**Met3 routing**

The bar under the picture is 20 um long.
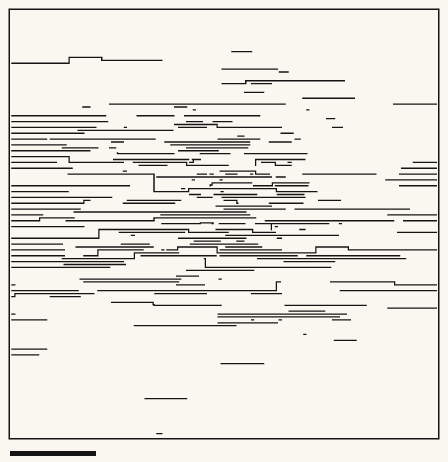
**Routed metal, one color a layer**

The bar under the picture is 20 um long.
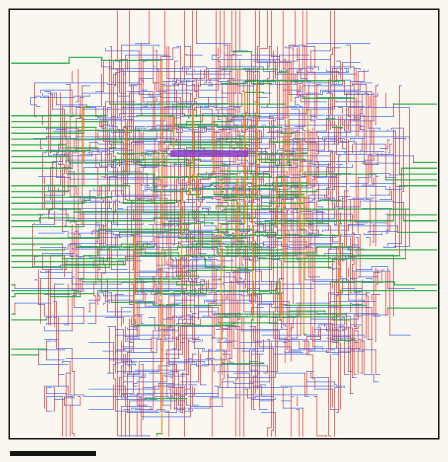
**Cell sizes after repair**

The bar under the picture is 20 um long.
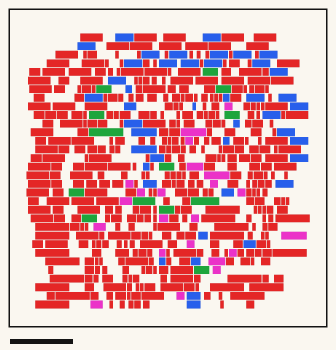
`src/rtl/bomb_placer.sv`:
```
// Places num_bombs bombs on an 8x8 board from an external random cell source,
// linear-probing past occupied cells and the safe cell. Optional NEIGHBOR_COUNT_EN
// adds a registered neighbour-bomb counter for a queried cell.
module bomb_placer (
    input  logic        clk,
    input  logic        rst,
    input  logic        start,
    input  logic [5:0]  num_bombs,
    input  logic [5:0]  safe_cell,
    output logic        enable_random,
    input  logic [5:0]  randomValue,
    output logic [63:0] bomb_map,
    output logic [5:0]  placed_count,
    output logic        busy,
`ifdef NEIGHBOR_COUNT_EN
    input  logic [5:0]  query_cell,
    output logic [3:0]  query_count,
`endif
    output logic        done
);

    typedef enum logic [2:0] {IDLE, REQ, CHECK, PROBE, FINISH} state_t;

    state_t      state, state_n;
    logic [5:0]  num_q, safe_q;
    logic [5:0]  cand, cand_n;
    logic [5:0]  test_cell;
    logic        load, place;

    always_ff @(posedge clk) begin
        if (rst) begin
            state        <= IDLE;
            bomb_map     <= '0;
            placed_count <= '0;
        end else begin
            state <= state_n;
            if (load) begin
                bomb_map     <= '0;
                placed_count <= '0;
            end else if (place) begin
                bomb_map[test_cell] <= 1'b1;
                placed_count        <= placed_count + 6'd1;
            end
        end
    end

    // Job parameters and probe cursor carry no control meaning outside a run.
    always_ff @(posedge clk) begin
        cand <= cand_n;
        if (load) begin
            num_q  <= num_bombs;
            safe_q <= safe_cell;
        end
    end

    always_comb begin
        state_n       = state;
        cand_n        = cand;
        enable_random = 1'b0;
        done          = 1'b0;
        busy          = (state != IDLE);
        load          = 1'b0;
        place         = 1'b0;
        test_cell     = cand;
        case (state)
            IDLE: begin
                if (start) begin
                    load    = 1'b1;
                    state_n = (num_bombs == 6'd0) ? FINISH : REQ;
                end
            end
            REQ: begin
                enable_random = 1'b1;
                state_n       = CHECK;
            end
            CHECK, PROBE: begin
                test_cell = (state == CHECK) ? randomValue : cand;
                if (!bomb_map[test_cell] && (test_cell != safe_q)) begin
                    place   = 1'b1;
                    state_n = ((placed_count + 6'd1) == num_q) ? FINISH : REQ;
                end else begin
                    // 6-bit increment wraps 63 back to 0
                    cand_n  = test_cell + 6'd1;
                    state_n = PROBE;
                end
            end
            FINISH: begin
                done    = 1'b1;
                state_n = IDLE;
            end
            default: state_n = IDLE;
        endcase
    end

`ifdef NEIGHBOR_COUNT_EN
    function automatic logic [3:0] nbr_count(input logic [63:0] m, input logic [5:0] c);
        logic [3:0] n;
        int r, k;
        n = 4'd0;
        for (int dr = -1; dr <= 1; dr++) begin
            for (int dc = -1; dc <= 1; dc++) begin
                r = int'(c[5:3]) + dr;
                k = int'(c[2:0]) + dc;
                if (!(dr == 0 && dc == 0) && r >= 0 && r < 8 && k >= 0 && k < 8) begin
                    if (m[6'(r * 8 + k)]) n = n + 4'd1;
                end
            end
        end
        return n;
    endfunction

    always_ff @(posedge clk) begin
        if (rst) query_count <= 4'd0;
        else     query_count <= nbr_count(bomb_map, query_cell);
    end
`endif

endmodule

```
`config.mk`:
```
export PLATFORM = sky130hd
export DESIGN_NAME = bomb_placer
export DESIGN_NICKNAME = d
export VERILOG_FILES = /design/src/rtl/bomb_placer.sv
export SDC_FILE = /design/constraint.sdc
export NUM_CORES = 1
export LEC_CHECK = 0
export CORE_MARGIN = 5
export CORE_UTILIZATION = 64
export DETAILED_ROUTE_END_ITERATION = 8
export DONT_BUFFER_PORTS = 1
export PLACE_DENSITY = 0.86
export SETUP_SLACK_MARGIN = 0.3
export SLEW_MARGIN = 40
export SYNTH_ARGS = -nofsm -noshare
export SYNTH_HDL_FRONTEND = slang
export SYNTH_SLANG_ARGS = --single-unit
export TNS_END_PERCENT = 50
```
`constraint.sdc`:
```
create_clock -name clk -period 4.25 [get_ports clk]
set_input_delay 0.85 -clock clk [delete_from_list [all_inputs] [get_ports clk]]
set_output_delay 0.85 -clock clk [all_outputs]
set_load 0.05 [all_outputs]
```
==> flow_summary.toml <==
# flow metrics
[cts]
clockRootBuffer = "clkbuf_8"
htree_levels = 3
clk_path_buf_depth = 2
postCtsHoldBufs = 0
cts.sinks = 91

[yosys]
top_area_frac = 0.283
yosysWarnings = 0
synth_chip_area_um2 = 5160
synth_area_per_cell_um2 = 9.81
ys_cells = 526
synth.top_cells.by_count = "dfxtp_1, nand2_1, mux2i_1, a32o_1, clkbuf_1"
synth.area.top_cells = "dfxtp_1, edfxtp_1, o41ai_2, mux2i_1, a32o_1"
async_reset_ff_frac = 0
edf_count = 18
ys_seq_elements = 91

[global_routing]
grt_pass1_vias = 4245
gr-total-overflow = 0
grt_antenna_before_repair = 0
grt_pass1_wl_mm = 24.2

[route]
met3_length_mm = 2.31
met1_length_mm = 5.81
drtAntennaViolNets = 0
drt_first_pass_iters = 6
vias_per_cell = 7.18

[run_status]
status = "completed"

[power_and_ir_drop]
pwr_density_cell_nw_per_um2 = 349

[finish]
syn2layout_area_growth_pct = 3.95
final_core_util = 0.687
nets = 529

[final_timing]
fmax_mhz = 260
period_minus_slack_ns = 3.85
skew_ns = 0.00986
tns_ns = 0
rsz0062_at_grt = "no"

[setup_path]
start_kind = "flop"
critPathArrivalTime_ns = 4.15
cp.required_ns = 4.56

[job]
drv_cap = 0

[floorplan]
io_pins = 94
## Picture notes: 'met3 routing'
main direction = horizontal
wire length on this layer = 2310 um
nets with wire on the layer = 118

## Picture notes: 'routed metal, one color a layer'
blue -> metal 1  # wire length 5810 um
orange -> metal 4  # wire length 505 um
red -> metal 2  # wire length 6950 um
purple -> metal 5  # wire length 16.6 um
green -> metal 3  # wire length 2310 um
final WL: 15.6 mm
GRT Total Usage: 0.313

## Picture notes: 'cell sizes after repair'
magenta -> _3 and _4 cells  # cells 22
red -> _0 and _1 cells  # cells 433
green -> _6 and larger  # cells 13
blue -> _2 cells  # cells 43

## worst max path at each step
stage                   startpoint  depth (start not counted)           end  slack [ns]
global placement          state[2]                          9       cand[4]        0.48
global route              state[1]                          8  bomb_map[22]        0.31
finish                    state[1]                          9  bomb_map[15]        0.40
CTS                       state[2]                          9  bomb_map[22]        0.36
floorplan           randomValue[1]                         11       cand[0]        1.05
detailed placement        state[2]                          9  bomb_map[22]        0.38
## stage by stage
| stage | cells | setup slack (ns) | instance area (um^2) | power, mW |
|---|---|---|---|---|
| 2_1_floorplan | 526 | 1.05 | 5160 | 1.21 |
| 3_3_place_gp | 598 | 0.482 | 5140 | 1.24 |
| 3_5_place_dp | 598 | 0.379 | 5140 | 1.26 |
| 4_1_cts | 613 | 0.356 | 5350 | 1.87 |
| 5_1_grt | 613 | 0.311 | 5370 | 1.94 |
| 6_report | 613 | 0.405 | 5370 | 1.87 |
## registers in the layout, summed over array words and instances (netlist names)
| signal | count |
|---|---|
| state | 3 |
| bomb_map | 64 |
| num_q | 6 |
| safe_q | 6 |
| cand | 6 |
| placed_count | 6 |
## cells in the final DEF, fill, tap and decap left out, types with 3 or more instances in the layout
master / count
o41ai_1: 8
nand4_1: 4
o211ai_1: 3
nand3_1: 11
nand2b_1: 19
nand2_1: 71
a31oi_1: 4
a21oi_1: 20
mux2i_4: 3
nor2b_1: 5
clkbuf_8: 10
dfxtp_1: 73
o41ai_2: 25
and3_1: 3
buf_4: 11
a211oi_1: 5
o22ai_1: 4
o21ai_0: 12
mux2i_1: 28
a41oi_1: 5
a222oi_1: 4
inv_1: 12
xor2_1: 4
or3_1: 4
nor3_1: 7
xnor2_1: 10
and2_1: 7
a32o_1: 27
o221ai_1: 7
nand3b_1: 3
nor3b_1: 5
nor2_1: 24
edfxtp_1: 18
or2_2: 5
## per-layer routing
layer / up-vias / GRT usage
li1: 1967 / -
met1: 2085 / 0.402
met2: 292 / 0.472
met3: 53 / 0.124
met4: 2 / 0.126
met5: - / 0
## area by class of cell
cell class / instances / area share
Clock buffer: 12 / 0.0310
Sequential cell: 91 / 0.373
Tap cell: 102 / 0.0238
Clock inverter: 3 / 0.00816
Inverter: 13 / 0.00910
Multi-Input combinational cell: 381 / 0.539
Timing Repair Buffer: 11 / 0.0154
## where the power goes
part	internal [mW]	total (mW)	switching [mW]
logic	0.0926	0.319	0.226
registers	0.901	0.928	0.0267
clock network	0.321	0.624	0.303
total	1.31	1.87	0.556
## cell families after synthesis
family	after synthesis	synth area share
AND-OR/OR-AND	145	0.261
buffers and inverters	54	0.0560
XOR/XNOR	14	0.0238
adder cells (fa/ha/maj)	1	0.00242
flip-flops	91	0.388
multiplexers	38	0.0885
AND/OR/NAND/NOR	183	0.180
## critical path, cell delays in order (launching register included)
cell and delay, ns:
dfxtp_1 0.44, or3b_2 0.72, buf_4 0.29, mux2i_1 0.25, a211oi_1 0.38, a31oi_1 0.12
o21ai_0 0.45, nand4_1 0.33, nor2_4 0.53, a32o_1 0.26
Power is estimated from default activity; no workload was simulated.
